Figure 1. Cell outlines without signal wires.
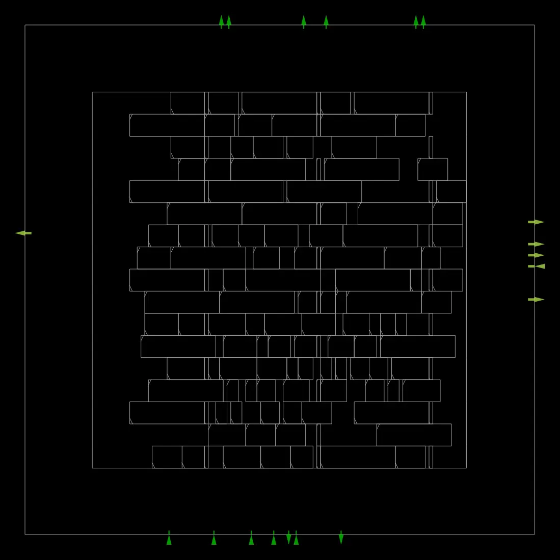
Figure 2. Cells by drive strength.
(4 px per um)
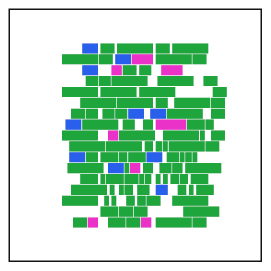
$ cat config.mk
export PLATFORM = sky130hd
export DESIGN_NAME = usb_rx_sipo
export DESIGN_NICKNAME = d
export VERILOG_FILES = /design/src/rtl/usb_pkg.sv /design/src/rtl/usb_bit_unstuffer.sv /design/src/rtl/usb_rx_sipo.sv
export SDC_FILE = /design/constraint.sdc
export NUM_CORES = 1
export LEC_CHECK = 0
export CAP_MARGIN = 20
export CORE_MARGIN = 8
export CORE_UTILIZATION = 56
export CTS_CLUSTER_SIZE = 16
export DETAILED_ROUTE_END_ITERATION = 10
export PLACE_DENSITY = 0.94
export SLEW_MARGIN = 20
export SYNTH_ARGS = -nofsm -noshare
export SYNTH_HDL_FRONTEND = slang
export SYNTH_SLANG_ARGS = --single-unit
$ cat constraint.sdc
create_clock -name clk -period 3.1 [get_ports clk]
set_clock_uncertainty 0.1 [all_clocks]
set_input_delay 0.62 -clock clk [delete_from_list [all_inputs] [get_ports clk]]
set_output_delay 0.62 -clock clk [all_outputs]
set_load 0.02 [all_outputs]
$ cat src/rtl/usb_pkg.sv
// Shared types and constants for the USB receive datapath.
package usb_pkg;

  typedef enum logic [1:0] {
    RX_IDLE = 2'd0,
    RX_RECV = 2'd1,
    RX_ERR  = 2'd2
  } usb_rx_state_t;

  localparam int USB_STUFF_LEN = 6;

endpackage

$ cat src/rtl/usb_bit_unstuffer.sv
// Tracks consecutive 1s on the received bit stream and classifies each strobe
// as a data bit, a dropped stuffed bit, or a stuffing violation.
module usb_bit_unstuffer #(
  parameter int STUFF_LEN = 6
) (
  input  logic clk,
  input  logic nRST,
  input  logic strobe_i,
  input  logic serial_i,
  input  logic clear_i,
  output logic bit_valid_o,
  output logic bit_val_o,
  output logic stuff_err_o
);

  localparam int            OW    = $clog2(STUFF_LEN + 1);
  localparam logic [OW-1:0] LIMIT = OW'(STUFF_LEN);

  logic [OW-1:0] ones_q, ones_d;
  logic          at_limit;

  assign at_limit    = (ones_q == LIMIT);
  assign bit_valid_o = strobe_i && !at_limit;
  assign bit_val_o   = serial_i;
  assign stuff_err_o = strobe_i && at_limit && serial_i;

  // The run length carries across byte boundaries; only packet end or a
  // stuffed-bit slot (legal or not) restarts it.
  always_comb begin
    ones_d = ones_q;
    if (clear_i) begin
      ones_d = '0;
    end else if (strobe_i) begin
      if (at_limit || !serial_i) ones_d = '0;
      else if (ones_q != '1)     ones_d = ones_q + 1'b1;
    end
  end

  // NOTE: state registers use non-blocking assignments so every flop samples
  // pre-edge values regardless of block evaluation order.
  always_ff @(posedge clk or negedge nRST) begin
    if (!nRST) ones_q <= '0;
    else       ones_q <= ones_d;
  end

endmodule

$ cat src/rtl/usb_rx_sipo.sv
// Receive deserializer: unstuffs NRZI-decoded bits, assembles bytes and hands
// them to the packet decoder through a one-entry valid/ready holding register.
module usb_rx_sipo
  import usb_pkg::*;
#(
  parameter bit MSB_FIRST = 1'b1,
  parameter int STUFF_LEN = USB_STUFF_LEN
) (
  input  logic       clk,
  input  logic       nRST,
  input  logic       sample_en,
  input  logic       serial_in,
  input  logic       rx_active,
  input  logic       byte_ready,
  output logic [7:0] data_out,
  output logic       byte_valid,
  output logic       busy,
  output logic       stuff_err,
  output logic       overflow,
  output logic       partial_err
);

  usb_rx_state_t state_q;
  logic [6:0]    shifter_q, shifter_d;
  logic [2:0]    bit_cnt_q;
  logic [7:0]    data_q, byte_d;
  logic          valid_q, stuff_err_q, overflow_q, partial_err_q;
  logic          strobe, pkt_end, bit_valid, bit_val, stuff_hit, byte_done;

  // A strobe in the IDLE cycle that sees rx_active rise is already a data bit.
  assign strobe    = (state_q != RX_ERR) && rx_active && sample_en;
  assign pkt_end   = (state_q == RX_RECV) && !rx_active;
  assign byte_done = bit_valid && (bit_cnt_q == 3'd7);

  usb_bit_unstuffer #(.STUFF_LEN(STUFF_LEN)) u_unstuffer (
    .clk         (clk),
    .nRST        (nRST),
    .strobe_i    (strobe),
    .serial_i    (serial_in),
    .clear_i     (pkt_end),
    .bit_valid_o (bit_valid),
    .bit_val_o   (bit_val),
    .stuff_err_o (stuff_hit)
  );

  always_comb begin
    if (MSB_FIRST) begin
      shifter_d = {shifter_q[5:0], bit_val};
      byte_d    = {shifter_q, bit_val};
    end else begin
      shifter_d = {bit_val, shifter_q[6:1]};
      byte_d    = {bit_val, shifter_q};
    end
  end

  always_ff @(posedge clk or negedge nRST) begin
    if (!nRST) begin
      state_q       <= RX_IDLE;
      shifter_q     <= '0;
      bit_cnt_q     <= '0;
      data_q        <= '0;
      valid_q       <= 1'b0;
      stuff_err_q   <= 1'b0;
      overflow_q    <= 1'b0;
      partial_err_q <= 1'b0;
    end else begin
      // NOTE: pulses default low every cycle; a later assignment in this
      // block overrides the default for the one cycle the event occurs.
      stuff_err_q   <= 1'b0;
      overflow_q    <= 1'b0;
      partial_err_q <= 1'b0;

      if (valid_q && byte_ready) valid_q <= 1'b0;
      if (byte_done) begin
        if (!valid_q || byte_ready) begin
          data_q  <= byte_d;
          valid_q <= 1'b1;
        end else begin
          overflow_q <= 1'b1;
        end
      end

      case (state_q)
        RX_IDLE: if (rx_active) state_q <= RX_RECV;
        RX_RECV: begin
          if (!rx_active) begin
            state_q       <= RX_IDLE;
            partial_err_q <= (bit_cnt_q != 3'd0);
            bit_cnt_q     <= '0;
            shifter_q     <= '0;
          end
        end
        RX_ERR:  if (!rx_active) state_q <= RX_IDLE;
        default: state_q <= RX_IDLE;
      endcase

      if (stuff_hit) begin
        stuff_err_q <= 1'b1;
        state_q     <= RX_ERR;
        bit_cnt_q   <= '0;
        shifter_q   <= '0;
      end else if (bit_valid) begin
        bit_cnt_q <= bit_cnt_q + 3'd1;
        shifter_q <= shifter_d;
      end
    end
  end

  assign data_out    = data_q;
  assign byte_valid  = valid_q;
  assign busy        = (bit_cnt_q != 3'd0);
  assign stuff_err   = stuff_err_q;
  assign overflow    = overflow_q;
  assign partial_err = partial_err_q;

endmodule

==> impl_metrics.ini <==
; generated from flow reports
[final_timing]
tightest_slew_ns = 0.4954
fin_setup_tns_ns = 0
slew_viol_final = 0
finalCritPeriodShare_pct = 77.33
hold_viol = 0
setup_viol = 0
fmax_ghz = 0.4171
hold_ws_ns = 0.4321
min_period_ns = 2.397
relSlewSlack_pct = 66.97
rsz0062_at_grt = false

[synthesis]
top_area_share_pct = 55.44
topCombFamilyByArea = AND-OR/OR-AND gates
mux_share_pct = 10.68
synth_area_um2 = 1219
ff_type = dfrtp_1
ys_sh_xor_pct = 0
ys_area_um2 = 1219
yosysMostFrequentCell = dfrtp_1
compound_area_share_pct = 11.70
ys_types = 23
yosysWarnings = 0
ys_sh_adder_pct = 9.240
common_cells = 27 x dfrtp_1, 9 x a22o_1, 9 x ha_1, 8 x mux2_2
syn_inst = 92
synth.area.top_cells = dfrtp_1 55%, ha_1 9.2%, mux2_2 7.4%, a22o_1 6.5%, mux2_4 2.5%
ys_sh_simple_pct = 10.47
synth_seq_share_pct = 55.44
edf_count = 0
ys.flops = 27
yosys_cells = 92
fp_nets = 107

[die]
die_y_um = 62.65
ios = 19
core-area_um2 = 2127
fp.dieW_um = 62.65
fp_util_pct = 57.29
die_area_um2 = 3925

[worst_setup_path]
rr_endpoint = bit_cnt_q[0]$_DFFE_PN0P_
cp-end-kind = output pin
cp-startpoint = bit_cnt_q[0]$_DFFE_PN0P_
cp_num_buf_inv = 2
crit_cells = 4
cp_data_arrival_time_ns = 1.68
slowest_stage = clkdlybuf4s50_1
critPathCapture = busy
path_cells = inv_1 > ha_1 > nand2b_1 > clkdlybuf4s50_1
crit_path_start_kind = register
cpPeakStageDelay_ns = 0.61
rr_startpoint = state_q[0]$_DFFE_PN0P_
reg2reg_slack_ns = 1.26
crit_fanout = 3
path_delay_family = buffers and inverters
cp.required_ns = 2.38
path_class = reg2out

[finish]
logic_gate_count = 58
layout.area.comb_um2 = 513.0
final_cell_mix = 27 x dfrtp_1, 18 x clkdlybuf4s50_1, 9 x a22o_1, 9 x ha_1, 8 x mux2_2
largest_reg_flops = 8
insertedDiodeCount = 0
n_clock_buffer = 3
drive_gt1_share_pct = 15.79
nets = 130
final_cells = 142
nNonClkBuffers = 19
syn_to_final_growth_pct = 20.12
largest_class = registers
sequential_cell_area_um2 = 675.6
design_area_um2 = 1464
layout_top_cell = dfrtp_1
inv_count = 6
bufAreaShareNonClock_pct = 12.82
utilization_pct = 68.82
sh_comb_area_pct = 35.04
clk_share_pct = 2.051

[pwr]
pwr-share-comb_pct = 30.4
intPower_mw = 0.5933
pg_clk_mw = 0.153
ir_drop_v = 0.0003298
power_frac_clock_pct = 17.5
power_leader = sequential cells
power_frac_seq_pct = 52.1
finalPower_mw = 0.8744
p_per_area_nw_per_um2 = 597.3
switching_power_mw = 0.2811
total_leakage_power_nw = 0.6977
switching_share_pct = 32.15
powerSeq_mw = 0.455

[min_path]
min_from = data_out[5]$_DFFE_PN0P_
min_to = data_out[5]$_DFFE_PN0P_
hold_depth = 1

[clocking]
cts_resized = 0
cts_root_buffer = clkbuf_4
cts_tree = yes
ctsHoldBuffers = 0
numClockSinks = 27
cts_buffers = 3
h-tree-depth = 1
post-cts-setup-buffers = 0
clk_pin_slew_ns = 0.14
clock_path_buffers = 2
insertion_delay_ns = 0.32

[route]
antenna_left = 0
drt-total-wl_um = 2274
drc = 0
vias_per_cell = 5.669
wl_met1_um = 975
drt_iter0_drc = 21
dr_total_vias = 805
wire_per_inst_um = 16.01
routed.top_layer = met4
wl_met2_um = 1172

[status]
status = completed

[placed_design]
placed_cells = 138
placed_cell_area_um2 = 1434
gp_congestion = 0.8371
hpwl_um = 1693

[global_route]
grt.busiest_layer = met2
grt_use_met2_pct = 19.79
overflow = 0
track_usage_pct = 11.74
antenna_found_initial = 0
grt_pass1_vias = 816
grt_pass1_wl_um = 3726
use_met3_pct = 2.688

[job]
tool_warnings = 30
cap_violations = 0
-- Figure 1 (at the start) --
Fill cells: 153
Seq cells: 27
tap cells: 28
row cnt: 17

-- Figure 2 (at the start) --
drive 2: in blue, cells 10, share 8.8%, most used mux2_2. drive 1 or less: in green, cells 96, share 84%, most used dfrtp_1. drive 3 to 4: in magenta, cells 8, share 7.0%, most used clkbuf_4.

Power and IR drop assume default switching activity.
